==> src/rtl/av2_forward_transform_4x4.sv <==
// Encoder 4x4 forward integer transform: row butterfly on acceptance, one-cycle
// column pass (core DCT or x16 identity), then four coefficient rows out.
module av2_forward_transform_4x4 #(
    parameter int BIT_DEPTH = 10,
    parameter int COEF_W    = 16
) (
    input  logic                       clk,
    input  logic                       rst,
    input  logic                       in_valid,
    output logic                       in_ready,
    input  logic [4*(BIT_DEPTH+1)-1:0] in_row,
    input  logic                       tx_type,
    output logic                       out_valid,
    input  logic                       out_ready,
    output logic [4*COEF_W-1:0]        out_row,
    output logic                       out_last,
    output logic                       busy
);
    localparam int RES_W = BIT_DEPTH + 1;
    localparam int ROW_W = RES_W + 3;
    localparam int COL_W = RES_W + 6;
    localparam logic signed [COL_W-1:0] SAT_MAX = COL_W'((2 ** (COEF_W - 1)) - 1);
    localparam logic signed [COL_W-1:0] SAT_MIN = ~SAT_MAX;

    typedef enum logic [1:0] {
        LOAD  = 2'd0,
        XFORM = 2'd1,
        OUT   = 2'd2
    } state_t;

    state_t                  state;
    logic [1:0]              row_cnt;
    logic [1:0]              out_cnt;
    logic                    tx_id;

    logic signed [ROW_W-1:0] t_buf [4][4];
    logic signed [COEF_W-1:0] y_buf [4][4];

    logic                    row_ident;
    logic signed [ROW_W-1:0] row_x [4];
    logic signed [ROW_W-1:0] row_y [4];
    logic signed [ROW_W-1:0] rs0, rs1, rd0, rd1;

    logic signed [COL_W-1:0] col_x [4];
    logic [4*COL_W-1:0]      col_res;
    logic signed [COEF_W-1:0] y_next [4][4];

    function automatic logic signed [COEF_W-1:0] sat(input logic signed [COL_W-1:0] v);
        if (v > SAT_MAX)
            sat = SAT_MAX[COEF_W-1:0];
        else if (v < SAT_MIN)
            sat = SAT_MIN[COEF_W-1:0];
        else
            sat = v[COEF_W-1:0];
    endfunction

    function automatic logic [4*COL_W-1:0] butterfly(
        input logic signed [COL_W-1:0] x0,
        input logic signed [COL_W-1:0] x1,
        input logic signed [COL_W-1:0] x2,
        input logic signed [COL_W-1:0] x3
    );
        logic signed [COL_W-1:0] s0, s1, d0, d1;
        s0 = x0 + x3;
        s1 = x1 + x2;
        d0 = x0 - x3;
        d1 = x1 - x2;
        butterfly = {d0 - (d1 <<< 1), s0 - s1, (d0 <<< 1) + d1, s0 + s1};
    endfunction

    // Row pass on the incoming row; row 0 uses the live tx_type since it is latched on that beat.
    always_comb begin
        row_ident = (row_cnt == 2'd0) ? tx_type : tx_id;
        for (int c = 0; c < 4; c++) begin
            row_x[c] = {{(ROW_W-RES_W){in_row[c*RES_W+RES_W-1]}}, in_row[c*RES_W +: RES_W]};
        end
        rs0 = row_x[0] + row_x[3];
        rs1 = row_x[1] + row_x[2];
        rd0 = row_x[0] - row_x[3];
        rd1 = row_x[1] - row_x[2];
        for (int c = 0; c < 4; c++) begin
            row_y[c] = row_x[c];
        end
        if (!row_ident) begin
            row_y[0] = rs0 + rs1;
            row_y[1] = (rd0 <<< 1) + rd1;
            row_y[2] = rs0 - rs1;
            row_y[3] = rd0 - (rd1 <<< 1);
        end
    end

    always_comb begin
        for (int r = 0; r < 4; r++) begin
            col_x[r] = '0;
            for (int c = 0; c < 4; c++) begin
                y_next[r][c] = '0;
            end
        end
        col_res = '0;
        for (int c = 0; c < 4; c++) begin
            for (int r = 0; r < 4; r++) begin
                col_x[r] = {{(COL_W-ROW_W){t_buf[r][c][ROW_W-1]}}, t_buf[r][c]};
            end
            col_res = butterfly(col_x[0], col_x[1], col_x[2], col_x[3]);
            for (int k = 0; k < 4; k++) begin
                if (tx_id)
                    y_next[k][c] = sat(col_x[k] <<< 4);
                else
                    y_next[k][c] = sat(col_res[k*COL_W +: COL_W]);
            end
        end
    end

    always_comb begin
        out_row = '0;
        if (state == OUT) begin
            for (int c = 0; c < 4; c++) begin
                out_row[c*COEF_W +: COEF_W] = y_buf[out_cnt][c];
            end
        end
    end

    assign busy = (state != LOAD) || (row_cnt != 2'd0);

    // Block sequencer; in_ready is registered so it stays low throughout reset.
    always_ff @(posedge clk or posedge rst) begin
        if (rst) begin
            state     <= LOAD;
            row_cnt   <= 2'd0;
            out_cnt   <= 2'd0;
            tx_id     <= 1'b0;
            in_ready  <= 1'b0;
            out_valid <= 1'b0;
            out_last  <= 1'b0;
            for (int r = 0; r < 4; r++) begin
                for (int c = 0; c < 4; c++) begin
                    t_buf[r][c] <= '0;
                    y_buf[r][c] <= '0;
                end
            end
        end else begin
            case (state)
                LOAD: begin
                    in_ready <= 1'b1;
                    if (in_valid && in_ready) begin
                        for (int c = 0; c < 4; c++) begin
                            t_buf[row_cnt][c] <= row_y[c];
                        end
                        if (row_cnt == 2'd0)
                            tx_id <= tx_type;
                        row_cnt <= row_cnt + 2'd1;
                        if (row_cnt == 2'd3) begin
                            state    <= XFORM;
                            in_ready <= 1'b0;
                        end
                    end
                end
                XFORM: begin
                    for (int r = 0; r < 4; r++) begin
                        for (int c = 0; c < 4; c++) begin
                            y_buf[r][c] <= y_next[r][c];
                        end
                    end
                    state     <= OUT;
                    out_valid <= 1'b1;
                    out_last  <= 1'b0;
                    out_cnt   <= 2'd0;
                end
                OUT: begin
                    if (out_ready) begin
                        out_cnt  <= out_cnt + 2'd1;
                        out_last <= (out_cnt == 2'd2);
                        if (out_cnt == 2'd3) begin
                            out_valid <= 1'b0;
                            out_last  <= 1'b0;
                            out_cnt   <= 2'd0;
                            state     <= LOAD;
                            in_ready  <= 1'b1;
                        end
                    end
                end
                default: begin
                    state     <= LOAD;
                    in_ready  <= 1'b0;
                    out_valid <= 1'b0;
                    out_last  <= 1'b0;
                end
            endcase
        end
    end

endmodule
==> config.mk <==
export PLATFORM = sky130hd
export DESIGN_NAME = av2_forward_transform_4x4
export DESIGN_NICKNAME = d
export VERILOG_FILES = /design/src/rtl/av2_forward_transform_4x4.sv
export SDC_FILE = /design/constraint.sdc
export NUM_CORES = 2
export LEC_CHECK = 0
export CORE_ASPECT_RATIO = 0.8
export CORE_MARGIN = 5
export CORE_UTILIZATION = 50
export DETAILED_ROUTE_END_ITERATION = 6
export GPL_TIMING_DRIVEN = 0
export PLACE_DENSITY_LB_ADDON = 0.3
export SYNTH_ARGS = -nofsm -noshare
export SYNTH_HDL_FRONTEND = slang
export SYNTH_SLANG_ARGS = --single-unit
export TNS_END_PERCENT = 20
==> constraint.sdc <==
create_clock -name clk -period 26.4 [get_ports clk]
set_clock_uncertainty 0.2 [all_clocks]
set_input_delay 3.96 -clock clk [delete_from_list [all_inputs] [get_ports clk]]
set_output_delay 3.96 -clock clk [all_outputs]
set_load 0.005 [all_outputs]
Fig. 1: clock routing
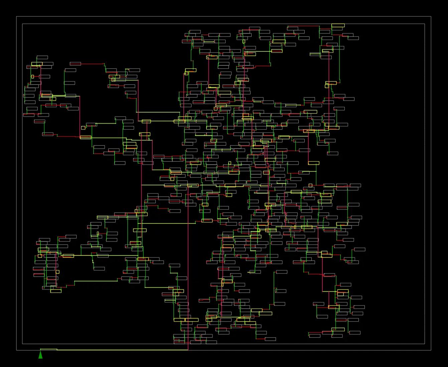
Flop Count: 482
clock buf count: 72
CTS Buf Count: 56
Sink Count: 482

Fig. 2: the metal 3 layer
(1 px per micron)
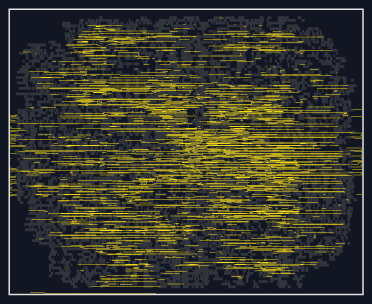
- share of all routed wire: 14%
- main direction: horizontal
- wire length on this layer: 26.8 mm

Fig. 3: routed metal per tile
(1 px per micron) 35 x 28 tiles, from dark purple (low) to yellow (high), scaled to the fullest tile. Values are wire area over tile area, all layers added.
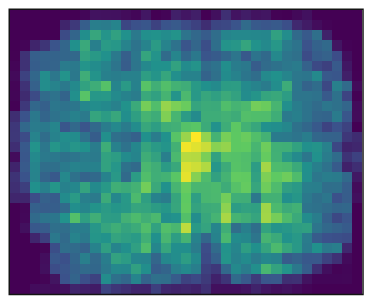
- mean over tiles: 0.34
- tiles over half the peak: 33%
- nearly empty tiles: 9.4%
Vias: 45634
DR WL/cell: 26.8 microns
drt total wl: 194 mm

## state kept, by name, indices dropped and copies added, names as in the netlist
| signal | cells |
|---|---|
| out_last | 1 |
| col_x | 56 |
| out_valid | 1 |
| tx_id | 1 |
| row_cnt | 2 |
| t_buf | 160 |
| state | 2 |
| in_ready | 1 |
| out_cnt | 2 |
| y_buf | 256 |
## metrics by stage
stage                     utilization, %
after floorplan                        -
final                               55.6
after global routing                55.6
after detailed placement            53.4
after global placement              53.3
after CTS                           55.6
## logic make-up (layout without fill, tap and decap cells)
logic type / count (synthesis) / in the layout
simple gates: 1542 / 1542
compound gates: 1861 / 1861
buf+inv: 809 / 1030
xor+xnor: 398 / 398
other cells: 0 / 6
fa+ha+maj: 600 / 600
flops: 482 / 482
mux: 93 / 93
## path summary, 6_finish.rpt
path	from	to	slack (ps)	cells past startpoint
hold / removal	y_buf[92]	y_buf[92]	280	2
min in group asynchronous	rst	y_buf[55]	3690	2
hold reg to reg	y_buf[92]	y_buf[92]	280	2
setup reg to reg	t_buf[71]	y_buf[158]	19910	20
max in group asynchronous	rst	t_buf[187]	20520	4
setup / recovery	in_row[0]	col_x[63]	17810	18
## cell type report
type,instances,share of cell area (%)
Timing Repair Buffer,120,2.42
Clock inverter,29,0.948
Antenna cell,6,0.0290
Clock buffer,72,3.06
Tap cell,1224,2.96
Buffer,282,2.19
Sequential cell,482,23.3
Inverter,527,3.84
Multi-Input combinational cell,4494,61.2
## routing by layer
layer | track usage [%] | vias to the layer above | wire [microns]
li1 | - | 20492 | -
met1 | 53.3 | 21975 | 81900
met2 | 51.4 | 2689 | 75800
met3 | 12.5 | 476 | 26800
met4 | 14.5 | 2 | 9170
met5 | 0 | - | 9
## cell usage after synthesis (all sizes together) (88+ instances only)
cell type	count	area (sq um)
nand2	553	2080
o21bai	115	863
nor3	88	440
nor2b	138	871
clkbuf	234	880
dfrtp	482	12100
xnor2	274	2400
a21oi	624	3120
ha	554	6930
inv	523	1960
o21ai	524	2630
xor2	113	990
nor2	488	1830
## critical path: cells and delay by family
kind	cells	cell delay, ps
xor+xnor	1	440
buf+inv	3	650
fa+ha+maj	3	890
simple gates	3	500
compound gates	8	2460
==> flow_summary.toml <==
# implementation run metrics
[status]
outcome = "finished clean"

[clock_network]
post-cts-setup-buffer-count = 0
cts_max_path_buffers = 3
cts.hold.buffers_added = 0
clock-root-buffer = "clkbuf_16"

[setup_path]
max_stage_delay_ps = 1080
end_kind = "flop"
crit_path_cell_trace = "clkdlybuf4s50_1, inv_1, ha_1, inv_1, fa_1, xor2_1, ha_1, nor2b_1, o21ai_0, a21boi_0, o21ai_0, a21boi_0, o21ai_0, a21boi_0, o21a_1, o41ai_1, and4_1, nor3_1"
start_kind = "input port"

[sta]
period_needed_ps = 8590
fin_ws_ps = 17810
finalMaxSlewViolations = 0
tns_ps = 0
fmax_mhz = 116
maxSlewHeadroom_pct = 4.69

[placed_design]
dp_hpwl_mm = 155
placed_area_sq_mm = 0.0496
dp_worst_setup_slack_ps = 17390

[synth]
simple_gate_share_pct = 14.9
synth-compound-area-share_pct = 24.6
syn_inst = 5785
ys_area_sq_mm = 0.0468
synthXorXnorAreaFrac_pct = 7.77
ys_types = 92
synth_nets = 6428
flop_cell = "dfrtp_1"
ys_async_sr_fraction_pct = 100
edf_count = 0

[finish]
nFillCells = 8810
mostFrequentLayoutCells = "624 x a21oi_1, 554 x ha_1, 553 x nand2_1, 520 x inv_1, 519 x o21ai_0"
final_cell_area_sq_mm = 0.0517
layout-drive-gt1-share_pct = 4.58

[global_route]
grt_max_degree = 131
track_usage_pct = 37.2
grt_pass1_vias = 41852
grt_overflow = 0

[flow_run]
drv_cap = 0

[floorplan]
die_h_microns = 284
